[src/rtl/sub_seq.sv]
// Multi-precision subtract sequencer: computes a - b - bin over N byte-wide
// passes through a single shared 8-bit subtractor, LSB first, with the
// borrow chained through a register between passes.

// 8-bit subtract slice: s = (a - b - ci) mod 256, co = 1 on borrow.
module sub8 (
    input  logic [7:0] a,
    input  logic [7:0] b,
    input  logic       ci,
    output logic [7:0] s,
    output logic       co
);
    logic [8:0] diff;

    // Ninth bit of the zero-extended difference is the borrow-out.
    assign diff = {1'b0, a} - {1'b0, b} - {8'd0, ci};
    assign s    = diff[7:0];
    assign co   = diff[8];
endmodule

module sub_seq #(
    parameter int unsigned N = 4
) (
    input  logic           clk,
    input  logic           rst,
    input  logic           start,
    input  logic [8*N-1:0] a,
    input  logic [8*N-1:0] b,
    input  logic           bin,
    output logic           busy,
    output logic           done,
    output logic [8*N-1:0] s,
    output logic           bout,
    output logic           zero
);
    localparam int unsigned IW = (N > 1) ? $clog2(N) : 1;

    typedef enum logic [1:0] {
        IDLE = 2'd0,
        RUN  = 2'd1,
        DONE = 2'd2
    } state_t;

    state_t               state_q, state_d;
    logic [IW-1:0]        idx_q, idx_d;
    logic [N-1:0][7:0]    a_q, a_d;
    logic [N-1:0][7:0]    b_q, b_d;
    logic [N-1:0][7:0]    s_q, s_d;
    logic                 brw_q, brw_d;
    logic                 nz_q, nz_d;
    logic                 bout_q, bout_d;
    logic                 zero_q, zero_d;

    logic [7:0]           s8;
    logic                 co8;

    sub8 u_sub8 (
        .a  (a_q[idx_q]),
        .b  (b_q[idx_q]),
        .ci (brw_q),
        .s  (s8),
        .co (co8)
    );

    // State and datapath registers; reset abandons any operation in flight.
    always_ff @(posedge clk or posedge rst) begin
        if (rst) begin
            state_q <= IDLE;
            idx_q   <= '0;
            a_q     <= '0;
            b_q     <= '0;
            s_q     <= '0;
            brw_q   <= 1'b0;
            nz_q    <= 1'b0;
            bout_q  <= 1'b0;
            zero_q  <= 1'b0;
        end else begin
            state_q <= state_d;
            idx_q   <= idx_d;
            a_q     <= a_d;
            b_q     <= b_d;
            s_q     <= s_d;
            brw_q   <= brw_d;
            nz_q    <= nz_d;
            bout_q  <= bout_d;
            zero_q  <= zero_d;
        end
    end

    // Next-state: accept in IDLE, one byte per RUN edge, single DONE cycle.
    always_comb begin
        state_d = state_q;
        idx_d   = idx_q;
        a_d     = a_q;
        b_d     = b_q;
        s_d     = s_q;
        brw_d   = brw_q;
        nz_d    = nz_q;
        bout_d  = bout_q;
        zero_d  = zero_q;

        case (state_q)
            IDLE: begin
                if (start) begin
                    state_d = RUN;
                    a_d     = a;
                    b_d     = b;
                    brw_d   = bin;
                    idx_d   = '0;
                    nz_d    = 1'b0;
                end
            end
            RUN: begin
                s_d[idx_q] = s8;
                brw_d      = co8;
                nz_d       = nz_q | (s8 != 8'd0);
                if (idx_q == IW'(N - 1)) begin
                    // Last byte: idx is left in place rather than wrapped.
                    state_d = DONE;
                    bout_d  = co8;
                    zero_d  = ~(nz_q | (s8 != 8'd0));
                end else begin
                    idx_d = idx_q + 1'b1;
                end
            end
            DONE: begin
                state_d = IDLE;
            end
            default: begin
                state_d = IDLE;
            end
        endcase
    end

    assign busy = (state_q != IDLE);
    assign done = (state_q == DONE);
    assign s    = s_q;
    assign bout = bout_q;
    assign zero = zero_q;
endmodule

[config.mk]
export PLATFORM = sky130hd
export DESIGN_NAME = sub_seq
export DESIGN_NICKNAME = d
export VERILOG_FILES = /design/src/rtl/sub_seq.sv
export SDC_FILE = /design/constraint.sdc
export NUM_CORES = 1
export LEC_CHECK = 0
export ABC_AREA = 1
export CAP_MARGIN = 30
export CORE_MARGIN = 4
export CORE_UTILIZATION = 42
export DETAILED_ROUTE_END_ITERATION = 8
export PLACE_DENSITY_LB_ADDON = 0.3
export SYNTH_ARGS = -nofsm -noshare
export SYNTH_HDL_FRONTEND = slang
export SYNTH_HIERARCHICAL = 1
export SYNTH_SLANG_ARGS = --single-unit
[constraint.sdc]
create_clock -name clk -period 7.3 [get_ports clk]
set_clock_uncertainty 0.2 [all_clocks]
set_input_delay 1.825 -clock clk [delete_from_list [all_inputs] [get_ports clk]]
set_output_delay 1.825 -clock clk [all_outputs]
set_load 0.1 [all_outputs]
Fig. 1: clock wires, drivers and flops
Scale bar: 20 um.
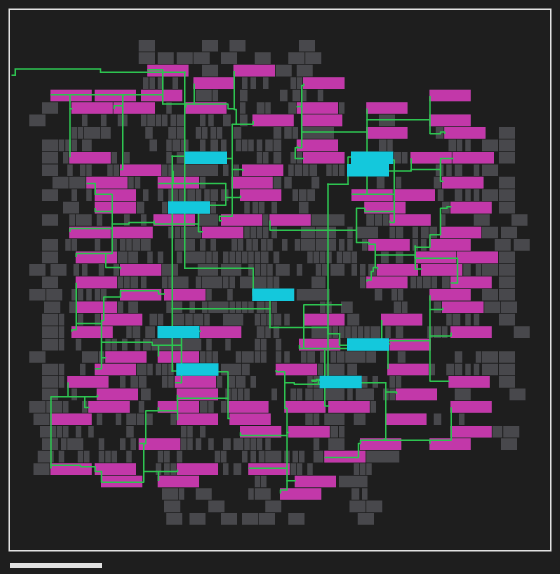
Key: clock wires = green [length 1180 um]; flip-flops = magenta [count 104]; clock-net drivers = cyan [count 9]
Position of the flops: widely spread.

==> run notes <==
The flow ran to the end, and the final reports show no timing, DRC or antenna violations. The top-area cell type share of the netlist area works out to 51.2%. For the reported max-cap violation count, the log shows 0.

The initialized floorplan defines 39 standard-cell rows. The most frequent logic cell in the layout was sky130_fd_sc_hd__nand2_1. The synthesized net count was 709.

Once the clock tree was built, the setup fixing pass inserted 0 buffers. STA classifies the critical path endpoint as a primary output. Looking at the reg2reg group, the worst path starts from idx_q[0]. The buffer depth of the longest clock path is 2. The OpenROAD warning count was 30.

End of the worst register-to-register path: nz_q. The number of antenna cells inserted came out at 0. According to the floorplan report, the die width is 118 um. The synthesis report lists the Yosys warning total as 6. The family of cells with the greatest summed delay on the critical path is buffers and inverters. After synthesis, the netlist uses 29 different library cells.

Endpoint arrival time on the critical path: 2.13 ns. Per the CTS log, the root buffer master is sky130_fd_sc_hd__clkbuf_16. Ranked by total cell area, the synthesized netlist is headed by sky130_fd_sc_hd__dfrtp_1 (51%), sky130_fd_sc_hd__nand2_1 (18%), sky130_fd_sc_hd__o21ai_1 (4.6%). Per the GRT congestion report, total overflow comes to 0. The run gives 118 um for the vertical die dimension. In this run the register-to-register setup slack is 3.69 ns. Summed over all instances, the cell type with the most area after synthesis is sky130_fd_sc_hd__dfrtp_1. The logs give 0 for the final setup violation count and 6460 um2 for the post-route cell area. The routed wire length is 11900 um. Per the timing report, the achievable frequency comes out to 0.240 GHz. The final layout report lists a filler cell count of 1076.

The chip footprint is 13900 um2. The number of hold buffers added after CTS was 0. The run gives 5.28 ns for the required arrival time at the worst endpoint. The critical path contains buffers and inverters numbering 2 combined.

The number of antenna violations at the first check in global routing is 0. The estimated wirelength of the detail-placed design was 8610 um. In the setup report, the worst path falls into the class reg -> out.

In this design, the stage delay of the slowest critical-path cell is 1.14 ns. Per the post-CTS timing run, clock transition at the registers of the reported paths is 0.07 ns. The largest driver fanout on the critical path was 4.
Fig. 2: metal layers overlaid
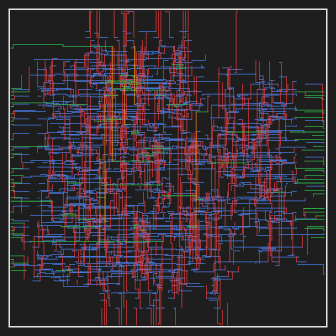
Key: M4 = orange [wire length 205 um]; M2 = red [wire length 5520 um]; M1 = blue [wire length 5440 um]; M3 = green [wire length 716 um]

## flip-flops by register name, summed over array words and instances, names as in the netlist
signal / count
a_q: 32
b_q: 32
bout: 1
brw_q: 1
idx_q: 2
nz_q: 1
s: 32
state_q: 2
zero: 1
## cell families (layout without fill, tap and decap cells)
family,count (synthesis),after routing,share of synthesized area [%]
adder cells (fa/ha/maj),20,20,5.22
buffers and inverters,88,182,8.11
XOR/XNOR,4,4,0.690
multiplexers,1,1,0.197
flip-flops,104,104,51.2
AND-OR/OR-AND,100,100,10.4
AND/OR/NAND/NOR,304,304,24.1
## cell type report
| class | instances | share of cell area (%) |
|---|---|---|
| clock inverter | 3 | 1.05 |
| multi-input combinational | 429 | 32.0 |
| sequential | 104 | 40.3 |
| tap | 143 | 2.77 |
| clock buffer | 11 | 3.76 |
| timing repair buffer | 106 | 16.5 |
| inverter | 62 | 3.64 |
## Yosys cell counts, drive strengths merged
library cell	instances
xor2	3
inv	62
xnor2	1
clkbuf	2
nand2	261
nor2	35
nand3	7
dfrtp	104
buf	24
o22ai	9
fa	2
mux2i	1
nand3b	1
o21ai	81
a21oi	9
ha	18
o21bai	1
## per-layer routing
| layer | wire length (um) | vias up | global-route usage [%] |
|---|---|---|---|
| li1 | - | 2115 | - |
| met1 | 5440 | 1967 | 23.5 |
| met2 | 5520 | 165 | 28.4 |
| met3 | 715 | 18 | 3.75 |
| met4 | 205 | 0 | 5.57 |
| met5 | 0 | - | 0 |
## worst max-delay path by stage
stage	start	endpoint	slack (ns)	depth (start not counted)
after floorplan	rst	a_q[0]	2.54	1
after global placement	start	a_q[30]	2.76	5
after detailed placement	start	b_q[19]	3.06	6
after CTS	state_q[1]	done	3.12	3
after global routing	state_q[1]	done	3.05	3
final	state_q[1]	done	3.14	3
## through the flow
stage          hold WS [ns]  cells  util (%)  setup slack [ns]
2_1_floorplan         0.244    621         -              2.54
3_3_place_gp          0.257    843      52.8              2.76
3_5_place_dp          0.260    844      52.9              3.06
4_1_cts               0.277    858      55.6              3.12
5_1_grt               0.297    858      55.6              3.05
6_report              0.278    858      55.6              3.14
